===== src/rtl/if_id_pkg.sv =====
// Shared definitions for the fetch/decode queue family.
//   NOP_INSTR     : canonical addi x0,x0,0 presented to decode when nothing is queued
//   payload_*     : width and bit offsets of the packed entry {pred_taken, pc, instr},
//                   expressed as functions of XLEN/ILEN so the ID/EX queue can reuse them
//   ptr_wrap_inc  : pointer increment with an explicit wrap, valid for any depth
package if_id_pkg;

  localparam logic [31:0] NOP_INSTR = 32'h00000013;

  // Instruction sits in the low bits, PC above it, prediction bit on top.
  function automatic int payload_width(input int xlen, input int ilen);
    return xlen + ilen + 1;
  endfunction

  function automatic int payload_instr_lsb();
    return 0;
  endfunction

  function automatic int payload_pc_lsb(input int ilen);
    return ilen;
  endfunction

  function automatic int payload_pred_bit(input int xlen, input int ilen);
    return xlen + ilen;
  endfunction

  // Wrap by comparison rather than by overflow so non-power-of-2 depths work.
  function automatic int unsigned ptr_wrap_inc(input int unsigned ptr, input int unsigned depth);
    return (ptr == depth - 1) ? 0 : ptr + 1;
  endfunction

endpackage


===== src/rtl/pipe_queue_ctrl.sv =====
// Occupancy and pointer control for a small in-order pipeline queue.
// Ports:
//   clk_i, reset_i    : clock and synchronous active-high reset
//   flush_i           : drops every entry, beats any push/pop that cycle
//   in_valid_i        : producer offers an entry
//   out_ready_i       : consumer takes the head entry
//   in_ready_o        : space available, derived from registered count only
//   out_valid_o       : at least one entry held
//   push_o, pop_o     : qualified transfer strobes for the storage array
//   wr_ptr_o, rd_ptr_o: slot to write / slot at the head
//   count_o           : occupied entries
module pipe_queue_ctrl
  import if_id_pkg::*;
#(
  parameter int DEPTH = 2,
  parameter int PTR_W = (DEPTH > 1) ? $clog2(DEPTH) : 1,
  parameter int CNT_W = $clog2(DEPTH + 1)
) (
  input  logic             clk_i,
  input  logic             reset_i,
  input  logic             flush_i,
  input  logic             in_valid_i,
  input  logic             out_ready_i,
  output logic             in_ready_o,
  output logic             out_valid_o,
  output logic             push_o,
  output logic             pop_o,
  output logic [PTR_W-1:0] wr_ptr_o,
  output logic [PTR_W-1:0] rd_ptr_o,
  output logic [CNT_W-1:0] count_o
);

  logic [PTR_W-1:0] wr_ptr_q, wr_ptr_d;
  logic [PTR_W-1:0] rd_ptr_q, rd_ptr_d;
  logic [CNT_W-1:0] count_q, count_d;

  // Handshake qualification; in_ready never looks at out_ready, so a full
  // queue refuses input even when the head leaves in the same cycle.
  always_comb begin
    in_ready_o  = (count_q < CNT_W'(DEPTH));
    out_valid_o = (count_q != '0);
    push_o      = in_valid_i & in_ready_o & ~flush_i;
    pop_o       = out_valid_o & out_ready_i & ~flush_i;
  end

  // Next-state: flush empties everything, otherwise pointers advance on
  // their own strobe and count moves only when exactly one side transfers.
  always_comb begin
    wr_ptr_d = wr_ptr_q;
    rd_ptr_d = rd_ptr_q;
    count_d  = count_q;
    if (flush_i) begin
      wr_ptr_d = '0;
      rd_ptr_d = '0;
      count_d  = '0;
    end else begin
      if (push_o) wr_ptr_d = PTR_W'(ptr_wrap_inc(32'(wr_ptr_q), DEPTH));
      if (pop_o)  rd_ptr_d = PTR_W'(ptr_wrap_inc(32'(rd_ptr_q), DEPTH));
      case ({push_o, pop_o})
        2'b10:   count_d = count_q + CNT_W'(1);
        2'b01:   count_d = count_q - CNT_W'(1);
        default: count_d = count_q;
      endcase
    end
  end

  always_ff @(posedge clk_i) begin
    if (reset_i) begin
      wr_ptr_q <= '0;
      rd_ptr_q <= '0;
      count_q  <= '0;
    end else begin
      wr_ptr_q <= wr_ptr_d;
      rd_ptr_q <= rd_ptr_d;
      count_q  <= count_d;
    end
  end

  assign wr_ptr_o = wr_ptr_q;
  assign rd_ptr_o = rd_ptr_q;
  assign count_o  = count_q;

endmodule


===== src/rtl/if_id_queue.sv =====
// IF/ID decoupling queue: DEPTH-entry in-order buffer between fetch and decode.
// Ports:
//   clk, reset                    : clock, synchronous active-high reset (wins over flush)
//   flush                         : redirect; drops all queued and same-cycle input
//   in_valid/in_ready             : fetch-side handshake
//   in_pc/in_instr/in_pred_taken  : fetched payload
//   out_valid/out_ready           : decode-side handshake (out_ready low = stall)
//   out_pc/out_instr/out_pred_taken : head payload, 0/NOP/0 when empty
//   count                         : occupied entries
module if_id_queue
  import if_id_pkg::*;
#(
  parameter int XLEN  = 32,
  parameter int ILEN  = 32,
  parameter int DEPTH = 2
) (
  input  logic                       clk,
  input  logic                       reset,
  input  logic                       flush,
  input  logic                       in_valid,
  output logic                       in_ready,
  input  logic [XLEN-1:0]            in_pc,
  input  logic [ILEN-1:0]            in_instr,
  input  logic                       in_pred_taken,
  output logic                       out_valid,
  input  logic                       out_ready,
  output logic [XLEN-1:0]            out_pc,
  output logic [ILEN-1:0]            out_instr,
  output logic                       out_pred_taken,
  output logic [$clog2(DEPTH+1)-1:0] count
);

  localparam int PW    = payload_width(XLEN, ILEN);
  localparam int PTR_W = (DEPTH > 1) ? $clog2(DEPTH) : 1;

  logic             push, pop;
  logic [PTR_W-1:0] wr_ptr, rd_ptr;
  logic [PW-1:0]    entry_q [DEPTH];
  logic [PW-1:0]    head;

  pipe_queue_ctrl #(
    .DEPTH (DEPTH),
    .PTR_W (PTR_W),
    .CNT_W ($clog2(DEPTH + 1))
  ) u_ctrl (
    .clk_i       (clk),
    .reset_i     (reset),
    .flush_i     (flush),
    .in_valid_i  (in_valid),
    .out_ready_i (out_ready),
    .in_ready_o  (in_ready),
    .out_valid_o (out_valid),
    .push_o      (push),
    .pop_o       (pop),
    .wr_ptr_o    (wr_ptr),
    .rd_ptr_o    (rd_ptr),
    .count_o     (count)
  );

  // Payload storage carries no reset: stale slots are never visible because
  // the outputs are masked whenever the queue is empty.
  always_ff @(posedge clk) begin
    if (push) entry_q[wr_ptr] <= {in_pred_taken, in_pc, in_instr};
  end

  // Head is read straight from storage, so data written this cycle only
  // appears next cycle; an empty queue shows a NOP with zero PC.
  always_comb begin
    head           = entry_q[rd_ptr];
    out_instr      = ILEN'(NOP_INSTR);
    out_pc         = '0;
    out_pred_taken = 1'b0;
    if (out_valid) begin
      out_instr      = head[payload_instr_lsb() +: ILEN];
      out_pc         = head[payload_pc_lsb(ILEN) +: XLEN];
      out_pred_taken = head[payload_pred_bit(XLEN, ILEN)];
    end
  end

  // The pop strobe is consumed inside the controller; kept visible here for
  // readability of the datapath.
  logic unused_pop;
  assign unused_pop = pop;

endmodule

===== config.mk =====
export PLATFORM = sky130hd
export DESIGN_NAME = if_id_queue
export DESIGN_NICKNAME = d
export VERILOG_FILES = /design/src/rtl/if_id_pkg.sv /design/src/rtl/pipe_queue_ctrl.sv /design/src/rtl/if_id_queue.sv
export SDC_FILE = /design/constraint.sdc
export NUM_CORES = 1
export LEC_CHECK = 0
export CORE_MARGIN = 2
export CORE_UTILIZATION = 52
export CTS_BUF_LIST = sky130_fd_sc_hd__clkbuf_4 sky130_fd_sc_hd__clkbuf_8 sky130_fd_sc_hd__clkbuf_16
export CTS_CLUSTER_DIAMETER = 40
export DETAILED_ROUTE_END_ITERATION = 6
export PLACE_DENSITY = 0.95
export RECOVER_POWER = 100
export SYNTH_ARGS = -nofsm -noshare
export SYNTH_HDL_FRONTEND = slang
export SYNTH_SLANG_ARGS = --single-unit
export TNS_END_PERCENT = 30

===== constraint.sdc =====
create_clock -name clk -period 6.6 [get_ports clk]
set_input_delay 0.66 -clock clk [delete_from_list [all_inputs] [get_ports clk]]
set_output_delay 0.66 -clock clk [all_outputs]
set_load 0.01 [all_outputs]

### Wiring by layer

The bar under the picture is 20 um long. Two of the layers only.
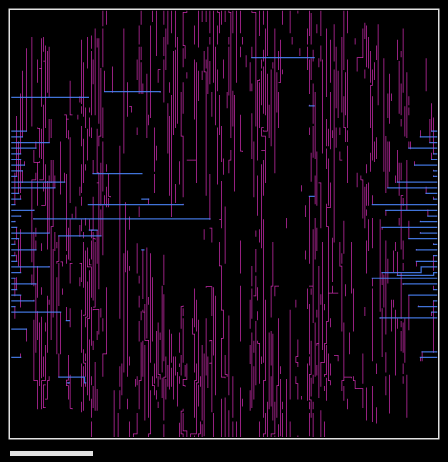
- magenta: met2 (wire length 5290 um)
- blue: met3 (wire length 476 um)

### Placement by cell class

Fill, decap, tap and diode cells in gray.
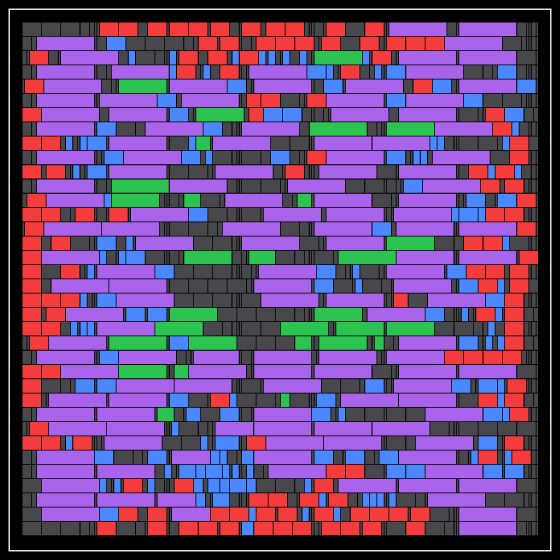
- green: clock drivers and dummy loads (cells 29)
- red: other buffers and delay cells (cells 141)
- blue: all other logic (cells 152)
- purple: flip-flops (cells 135)

==> reports/metrics.yaml <==
run_status:
  status: "complete, but fails checks"
  violations: "capacitance limit, slew limit"
setup_path:
  crit_path_frequent_cell: "nor2_1"
  path_class: "reg -> out"
  cp-start-kind: "flip-flop"
  cp.required_ns: 5.94
  crit_slowest_cell: "nor2_1"
clocking:
  cts_resized: 0
  cts_buffer_depth: 2
  root_buffer: "clkbuf_8"
  clock.latency.late_pin_ns: 0.50
  cts_setup_buffers: 0
cells_and_area:
  diodes: 0
  comb_area_sq_um: 1010
  clkCellAreaFrac_pct: 8.24
  ff_count: 135
  stdcell_area_sq_um: 7200
  inverters: 3
  nets: 518
  comb_share_pct: 14.1
  bufAreaShareNonClock_pct: 19.5
logic_synthesis:
  ys.flops: 135
  enable_flop_cells: 130
  netlist_instances: 300
  synth_area_sq_um: 5090
  muxShareOfSynthArea_pct: 12.8
  syn_nets: 371
  xor_area_share_pct: 0.688
  ys_seq_share_pct: 78.7
  synth-async-reset-ratio_pct: 0
detailed_routing:
  routedWlPerCell_um: 16.5
  dr_total_vias: 2915
  vias_per_cell: 4.94
placed_design:
  gp_congestion: 0.721
  place_area_sq_um: 6630
power_and_ir_drop:
  seqPwrFrac_pct: 48.2
  powerSeq_uw: 978
  comb_power_uw: 111
run:
  tool_warnings: 26
  drv_cap: 3
die:
  rows: 36
  io_pins: 139
  initCoreUtil_pct: 52.8
grt:
  antenna_found_initial: 0
  grt_most_used_layer: "met2"
  grt_pass1_wl_mm: 14.6
  gr-usage-met1_pct: 22.7
sta:
  hold_ws_ns: 0.570
  slew_viol_final: 92
  timing.final.hold_violations: 0
  slew_headroom_pct: -68.4
  finalWorstSetupSlack_ns: 2.37
  timing.fmax_mhz: 237
worst_hold_path:
  hold_start: "u_ctrl.rd_ptr_o"
### Clock routing

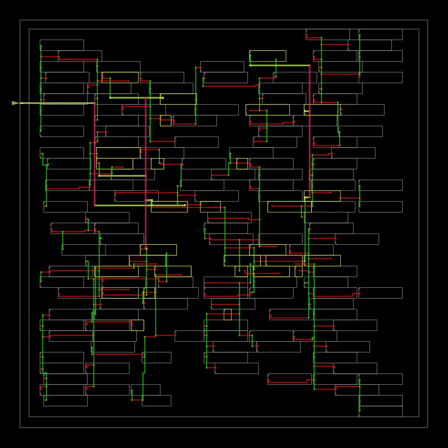
skew final: 0.00542 ns
Sink Count: 135

### Register map, names as in the netlist

The bar under the picture is 20 um long. Other sequential cells in the stronger gray, the rest of the logic in the fainter gray.
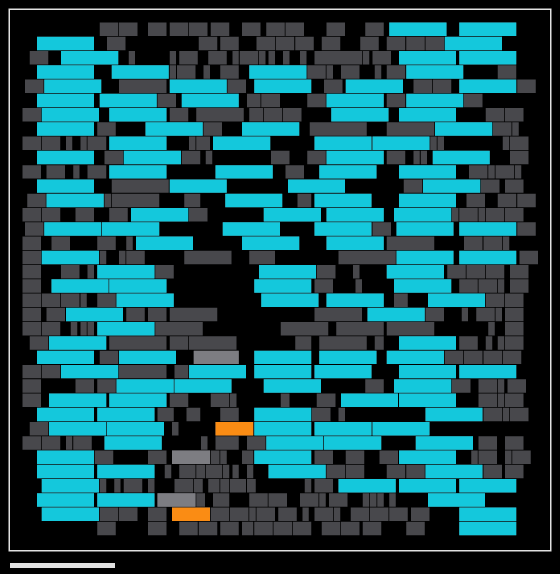
- cyan: entry_q (flops 130; where widely spread)
- orange: u_ctrl.count_o (flops 2)
- not colored: 3

-- metal layers --
metal	part of all wire (%)	vias up
li1	-	1399
met1	40	1415
met2	54	90
met3	4.9	11
met4	1.1	0
met5	0	-
-- worst max-delay path by stage --
stage / slack [ns] / endpoint / depth (start not counted) / startpoint
6_report: 2.37 / out_instr[13] / 4 / u_ctrl.count_o[1]
5_1_grt: 2.13 / out_instr[13] / 4 / u_ctrl.count_o[1]
2_1_floorplan: 2.44 / entry_q[0][0] / 3 / in_valid
4_1_cts: 3.30 / out_instr[2] / 3 / flip-flop
3_5_place_dp: 3.40 / entry_q[1][56] / 5 / in_valid
3_3_place_gp: 3.47 / entry_q[0][54] / 5 / in_valid
